`src/rtl/dispatch_alloc_pkg.sv`:
```
// Shared types and constants for the dispatch/allocation stage.
// Struct field widths come from the DA_* constants below.
package dispatch_alloc_pkg;

  localparam int DA_ROB_DEPTH = 16;
  localparam int DA_ROB_IDX_W = $clog2(DA_ROB_DEPTH);
  localparam int DA_NUM_ALU   = 2;
  localparam int DA_FU_W      = $clog2(DA_NUM_ALU + 1);
  localparam int PREG_W       = 6;
  localparam int ALU_OP_W     = 4;
  localparam int IMM_W        = 16;

  // The memory FU sits just above the last ALU index.
  localparam logic [DA_FU_W-1:0] FU_MEM = DA_FU_W'(DA_NUM_ALU);

  typedef struct packed {
    logic [ALU_OP_W-1:0] alu_op;
    logic                mem_read;
    logic                mem_write;
    logic [PREG_W-1:0]   preg_src0;
    logic [PREG_W-1:0]   preg_src1;
    logic [PREG_W-1:0]   preg_dst;
    logic [PREG_W-1:0]   old_preg_dst;
    logic [IMM_W-1:0]    imm;
  } rename_struct;

  typedef struct packed {
    logic              valid;
    logic              complete;
    logic [PREG_W-1:0] preg_dst;
    logic [PREG_W-1:0] old_preg_dst;
  } rob_row_struct;

  typedef struct packed {
    logic                    in_use;
    logic [ALU_OP_W-1:0]     alu_op;
    logic [PREG_W-1:0]       preg_src0;
    logic [PREG_W-1:0]       preg_src1;
    logic [PREG_W-1:0]       preg_dst;
    logic [IMM_W-1:0]        imm;
    logic                    src0_ready;
    logic                    src1_ready;
    logic [DA_ROB_IDX_W-1:0] rob_num;
    logic [DA_FU_W-1:0]      fu;
  } rs_row_struct;

  function automatic logic is_mem_op(input rename_struct op);
    return op.mem_read | op.mem_write;
  endfunction

endpackage

```
`src/rtl/dispatch_if.sv`:
```
// Rename-to-dispatch bundle handshake.
interface dispatch_if #(parameter int WIDTH = 2);
  import dispatch_alloc_pkg::*;

  logic                     valid;
  logic [WIDTH-1:0]         lane_mask;
  rename_struct [WIDTH-1:0] rename_data;
  logic                     ready;

  modport master (output valid, lane_mask, rename_data, input ready);
  modport slave  (input valid, lane_mask, rename_data, output ready);
endinterface

```
`src/rtl/dispatch_rob_idx.sv`:
```
// Prefix-popcount ROB-number generator: lane i gets tail plus the number of
// present lanes below it; ROB depth is a power of two so wrap is truncation.
module dispatch_rob_idx #(
  parameter  int WIDTH     = 2,
  parameter  int ROB_IDX_W = 4,
  localparam int CNT_W     = $clog2(WIDTH + 1)
) (
  input  logic [ROB_IDX_W-1:0]            tail,
  input  logic [WIDTH-1:0]                lane_mask,
  output logic [WIDTH-1:0][ROB_IDX_W-1:0] rob_num,
  output logic [CNT_W-1:0]                count,
  output logic [ROB_IDX_W-1:0]            next_tail
);

  logic [CNT_W-1:0] acc;

  always_comb begin
    acc     = '0;
    rob_num = '0;
    for (int i = 0; i < WIDTH; i++) begin
      rob_num[i] = tail + ROB_IDX_W'(acc);
      acc        = acc + CNT_W'(lane_mask[i]);
    end
    count     = acc;
    next_tail = tail + ROB_IDX_W'(acc);
  end

endmodule

```
`src/rtl/dispatch_alloc.sv`:
```
// N-wide dispatch stage: capacity check, ROB numbering, FU steering, registered ROB/RS rows.
// Optional DISPATCH_ALLOC_STATS_EN adds a saturating stall-cycle counter o_stall_cnt.
module dispatch_alloc
  import dispatch_alloc_pkg::*;
#(
  parameter  int WIDTH     = 2,
  parameter  int ROB_DEPTH = DA_ROB_DEPTH,
  parameter  int RS_DEPTH  = 8,
  parameter  int NUM_ALU   = DA_NUM_ALU,
  localparam int ROB_IDX_W = $clog2(ROB_DEPTH),
  localparam int RS_CNT_W  = $clog2(RS_DEPTH + 1),
  localparam int CNT_W     = $clog2(WIDTH + 1)
) (
  input  logic                      i_clk,
  input  logic                      i_rst_n,
  dispatch_if.slave                 ren,
  input  logic [ROB_IDX_W:0]        i_rob_free,
  input  logic [RS_CNT_W-1:0]       i_rs_free,
  input  logic                      i_flush,
  input  logic [ROB_IDX_W-1:0]      i_flush_tail,
  output logic [WIDTH-1:0]          o_rob_we,
  output rob_row_struct [WIDTH-1:0] o_rob_rows,
  output logic [WIDTH-1:0]          o_rs_we,
  output rs_row_struct [WIDTH-1:0]  o_rs_rows,
  output logic [ROB_IDX_W-1:0]      o_tail
`ifdef DISPATCH_ALLOC_STATS_EN
  ,
  output logic [31:0]               o_stall_cnt
`endif
);

  logic [WIDTH-1:0][ROB_IDX_W-1:0] rob_num;
  logic [CNT_W-1:0]                n_ops;
  logic [ROB_IDX_W-1:0]            next_tail;
  logic                            rdy;
  logic                            accept;
  logic [DA_FU_W-1:0]              alu_ptr;
  logic [DA_FU_W-1:0]              alu_ptr_nxt;
  logic [DA_FU_W-1:0]              ptr;
  rename_struct                    op;
  rob_row_struct [WIDTH-1:0]       rob_nxt;
  rs_row_struct  [WIDTH-1:0]       rs_nxt;

  dispatch_rob_idx #(
    .WIDTH     (WIDTH),
    .ROB_IDX_W (ROB_IDX_W)
  ) u_rob_idx (
    .tail      (o_tail),
    .lane_mask (ren.lane_mask),
    .rob_num   (rob_num),
    .count     (n_ops),
    .next_tail (next_tail)
  );

  assign rdy       = !i_flush && (32'(i_rob_free) >= 32'(n_ops)) && (32'(i_rs_free) >= 32'(n_ops));
  assign ren.ready = rdy;
  assign accept    = ren.valid && rdy && (n_ops != '0);

  // Round-robin ALU pointer walks non-memory ops in lane order.
  always_comb begin
    ptr     = alu_ptr;
    op      = '0;
    rob_nxt = '0;
    rs_nxt  = '0;
    for (int i = 0; i < WIDTH; i++) begin
      op                      = ren.rename_data[i];
      rob_nxt[i].valid        = 1'b1;
      rob_nxt[i].complete     = 1'b0;
      rob_nxt[i].preg_dst     = op.preg_dst;
      rob_nxt[i].old_preg_dst = op.old_preg_dst;
      rs_nxt[i].in_use        = 1'b1;
      rs_nxt[i].alu_op        = op.alu_op;
      rs_nxt[i].preg_src0     = op.preg_src0;
      rs_nxt[i].preg_src1     = op.preg_src1;
      rs_nxt[i].preg_dst      = op.preg_dst;
      rs_nxt[i].imm           = op.imm;
      rs_nxt[i].src0_ready    = 1'b0;
      rs_nxt[i].src1_ready    = 1'b0;
      rs_nxt[i].rob_num       = rob_num[i];
      rs_nxt[i].fu            = FU_MEM;
      if (ren.lane_mask[i] && !is_mem_op(op)) begin
        rs_nxt[i].fu = ptr;
        ptr = (ptr == DA_FU_W'(NUM_ALU - 1)) ? '0 : ptr + DA_FU_W'(1);
      end
    end
    alu_ptr_nxt = ptr;
  end

  always_ff @(posedge i_clk or negedge i_rst_n) begin
    if (!i_rst_n) begin
      o_rob_we   <= '0;
      o_rs_we    <= '0;
      o_rob_rows <= '0;
      o_rs_rows  <= '0;
      o_tail     <= '0;
      alu_ptr    <= '0;
    end else begin
      o_rob_we <= '0;
      o_rs_we  <= '0;
      if (i_flush) begin
        o_tail  <= i_flush_tail;
        alu_ptr <= '0;
      end else if (accept) begin
        o_rob_we   <= ren.lane_mask;
        o_rs_we    <= ren.lane_mask;
        o_rob_rows <= rob_nxt;
        o_rs_rows  <= rs_nxt;
        o_tail     <= next_tail;
        alu_ptr    <= alu_ptr_nxt;
      end
    end
  end

`ifdef DISPATCH_ALLOC_STATS_EN
  always_ff @(posedge i_clk or negedge i_rst_n) begin
    if (!i_rst_n) begin
      o_stall_cnt <= '0;
    end else if (ren.valid && !rdy && !i_flush && (o_stall_cnt != '1)) begin
      o_stall_cnt <= o_stall_cnt + 32'd1;
    end
  end
`endif

endmodule

```
`src/flat_wrapper.sv`:
```
// flat-port wrapper written by rule: the top's interface ports become plain ports
module dispatch_alloc_flat import dispatch_alloc_pkg::*;
#(
  parameter  int WIDTH     = 2,
  parameter  int ROB_DEPTH = DA_ROB_DEPTH,
  parameter  int RS_DEPTH  = 8,
  parameter  int NUM_ALU   = DA_NUM_ALU,
  localparam int ROB_IDX_W = $clog2(ROB_DEPTH),
  localparam int RS_CNT_W  = $clog2(RS_DEPTH + 1),
  localparam int CNT_W     = $clog2(WIDTH + 1)
)
  (i_clk, i_rst_n, i_rob_free, i_rs_free, i_flush, i_flush_tail, o_rob_we, o_rob_rows, o_rs_we, o_rs_rows, o_tail, ren_valid, ren_lane_mask, ren_rename_data, ren_ready);
  dispatch_if #(.WIDTH(WIDTH)) ren_i ();
  input  logic i_clk;
  input  logic i_rst_n;
  input  logic [ROB_IDX_W:0] i_rob_free;
  input  logic [RS_CNT_W-1:0] i_rs_free;
  input  logic i_flush;
  input  logic [ROB_IDX_W-1:0] i_flush_tail;
  output logic [WIDTH-1:0] o_rob_we;
  output rob_row_struct [WIDTH-1:0] o_rob_rows;
  output logic [WIDTH-1:0] o_rs_we;
  output rs_row_struct [WIDTH-1:0] o_rs_rows;
  output logic [ROB_IDX_W-1:0] o_tail;
  input wire logic [$bits(ren_i.valid)-1:0] ren_valid;
  input wire logic [$bits(ren_i.lane_mask)-1:0] ren_lane_mask;
  input wire logic [$bits(ren_i.rename_data)-1:0] ren_rename_data;
  output wire logic [$bits(ren_i.ready)-1:0] ren_ready;
  assign ren_i.valid = ren_valid;
  assign ren_i.lane_mask = ren_lane_mask;
  assign ren_i.rename_data = ren_rename_data;
  assign ren_ready = ren_i.ready;
  dispatch_alloc #(.WIDTH(WIDTH), .ROB_DEPTH(ROB_DEPTH), .RS_DEPTH(RS_DEPTH), .NUM_ALU(NUM_ALU)) u_core (.i_clk(i_clk), .i_rst_n(i_rst_n), .ren(ren_i), .i_rob_free(i_rob_free), .i_rs_free(i_rs_free), .i_flush(i_flush), .i_flush_tail(i_flush_tail), .o_rob_we(o_rob_we), .o_rob_rows(o_rob_rows), .o_rs_we(o_rs_we), .o_rs_rows(o_rs_rows), .o_tail(o_tail));
endmodule
```
`config.mk`:
```
export PLATFORM = sky130hd
export DESIGN_NAME = dispatch_alloc_flat
export DESIGN_NICKNAME = d
export VERILOG_FILES = /design/src/rtl/dispatch_alloc_pkg.sv /design/src/rtl/dispatch_if.sv /design/src/rtl/dispatch_rob_idx.sv /design/src/rtl/dispatch_alloc.sv /design/src/flat_wrapper.sv
export SDC_FILE = /design/constraint.sdc
export NUM_CORES = 1
export LEC_CHECK = 0
export CAP_MARGIN = 10
export CORE_MARGIN = 1.5
export CORE_UTILIZATION = 37
export CTS_BUF_LIST = sky130_fd_sc_hd__clkbuf_16
export CTS_CLUSTER_DIAMETER = 30
export DETAILED_ROUTE_END_ITERATION = 7
export GPL_ROUTABILITY_DRIVEN = 0
export PLACE_DENSITY = 0.77
export SLEW_MARGIN = 30
export SYNTH_ARGS = -nofsm -noshare
export SYNTH_HDL_FRONTEND = slang
export SYNTH_HIERARCHICAL = 1
export SYNTH_SLANG_ARGS = --single-unit
```
`constraint.sdc`:
```
create_clock -name i_clk -period 2.3 [get_ports i_clk]
set_clock_uncertainty 0.05 [all_clocks]
set_input_delay 0.575 -clock i_clk [delete_from_list [all_inputs] [get_ports i_clk]]
set_output_delay 0.575 -clock i_clk [all_outputs]
set_load 0.01 [all_outputs]
```
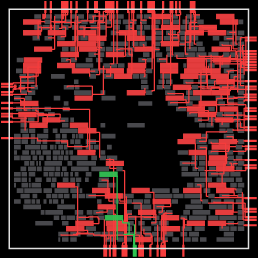
(images/io_fan.png)
Scale: 2 px per um.
Red marks o_rs_rows, bits 94, direction output, edge 34 east, 33 north, 17 south, 10 west, end cells 93, buffers 90, wire 2970 um. Green marks o_rs_we, bits 2, direction output, edge south, end cells 2, buffers 2, wire 66.6 um.
io pins: 242
IO Port Bufs: 235

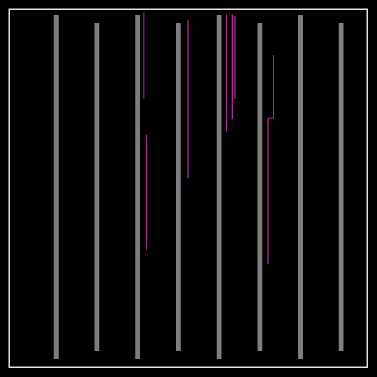
(images/layer_met4.png)
Scale: 3 px per um. Supply wires on this layer in gray.
The layer carries 291 um of wire. The longest straight run is 52.4 um. 6 nets have wire on it. The wires run mostly vertical. The layer holds 2.3% of the routed length.
vias after detailed routing: 3459
wire length reported by the detailed router: 12.5 mm

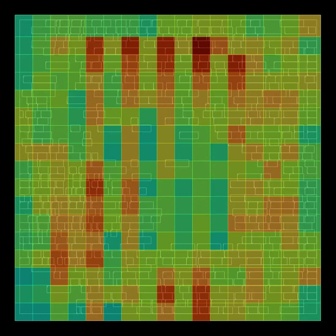
(images/congestion.png)
GR met3 Demand/Resource: 4.31%
met1 track utilization from global routing: 21.1%

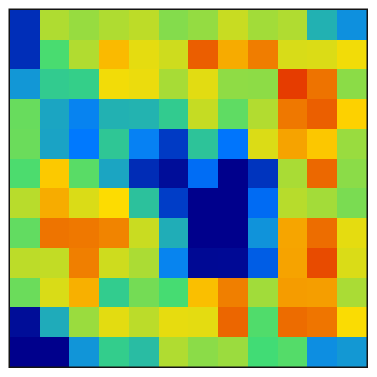
(images/cell_density.png)
Scale: 3 px per um. The die is cut into 12 by 12 equal tiles; dark blue is low, red is high, 0 to 100% covered.
The mean over all tiles is 55%. The emptiest ninth of the die: center. The fullest tile reaches 93%. 6.2% of the tiles are nearly empty. 21% of the tiles are over 75% full.
CORE AREA: 0.0132 sq mm
final design utilization: 60.5%
share of the core filled by cells before placement: 37.6%

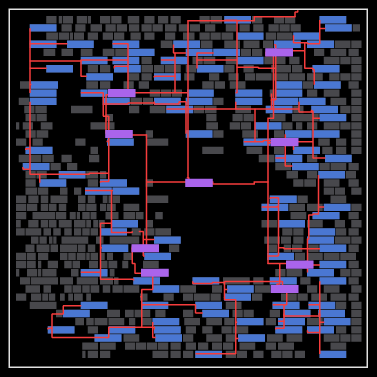
(images/clk_routes.png)
Scale: 3 px per um.
Purple marks clock drivers, count 9. Red marks clock wires, length 1320 um. Blue marks flip-flops, count 109.
There are 10 routed clock nets.
clock network power share: 21.3%
insertion delay at the late pin of the worst-skew pair: 0.34 ns
power attributed to the clock group: 0.00141 W

==> flow_metrics.tcl <==
# flow metrics
set metrics [dict create \
    avgViaCountPerCell 4.61 \
    first_iter_violations 117 \
    synthTopCellsByCount "sky130_fd_sc_hd__dfrtp_1, sky130_fd_sc_hd__mux2_4, sky130_fd_sc_hd__mux2_2" \
    drt_pass1_iterations 4 \
    regToRegEndpoint "u_core/o_tail[2]$_DFFE_PN0P_" \
    sequential_cell_area_sq_mm 0.00273 \
    run_status "finished, violations left" \
    timing.hold.worst.class "input pin to async pin" \
    synth.yosys.warnings 6 \
    cp_top_family "adder cells" \
    syn-cell-area_sq_mm 0.00497 \
    warnings 29 \
    number_of_antenna_violations_at_the_first_check_in_global_routing 0 \
    grt_start_max_net_pins 49 \
    worst_path_largest_cell_delay_ns 0.27 \
    yosysChipArea_sq_mm 0.00497 \
    setup_viol_count_final 1 \
    die_y_um 119 \
    critPathRequiredTime_ns 1.67 \
    place.detailed.hpwl_mm 9.26 \
    final_antenna_diode_count 0 \
    fin_hold_ws_ns 0.119 \
    timing.critical_path.slowest_stage_cell "sky130_fd_sc_hd__ha_4" \
    finalWorstSetupSlack_ns -0.0480 \
    timing.fmax_mhz 426 \
    ys_sh_adder_pct 3.12 \
    synth-edff-count 0 \
    cts_root_buf "sky130_fd_sc_hd__clkbuf_16" \
    failing_checks "setup timing" \
    total_power_per_unit_cell_area_mw_per_mm2 829 \
    dp.cells 726 \
    final-hold-violation-count 0 \
    clock_tree.htree_level_count 3 \
    tally_of_max_capacitance_violations 0 \
    vdd_ir_drop_max_v 0.000340 \
    ys.flops 109 \
    synth.logic.top_family "multiplexers" \
    syn_inst 320 \
]
[area by class of cell]
type / instances / share of cell area [%]
repair buffers: 274 / 34.4
clock inverters: 6 / 0.501
inverters: 6 / 0.282
clock buffers: 9 / 2.82
multi-input cells: 170 / 25.1
flip-flops and latches: 109 / 34.2
well taps: 176 / 2.76
[sequential cells by signal (all words and copies together) (netlist names)]
name and count:
u_core/o_rob_rows 12, u_core/o_rs_we 2, u_core/o_tail 4, u_core/alu_ptr 2, u_core/o_rs_rows 89
[layer usage]
layer	global-route usage (%)	wire (um)	vias up
li1	-	-	1605
met1	21.1	5150	1698
met2	30.5	6330	139
met3	4.31	728	17
met4	7.91	290	0
met5	0	0	-
[power by group]
part,internal [W],switching (W)
clock network,0.000727,0.000684
logic,0.00169,0.000842
registers,0.00239,0.000292
total,0.00480,0.00182
No activity file was given, so power comes from the tool's default toggle rates.
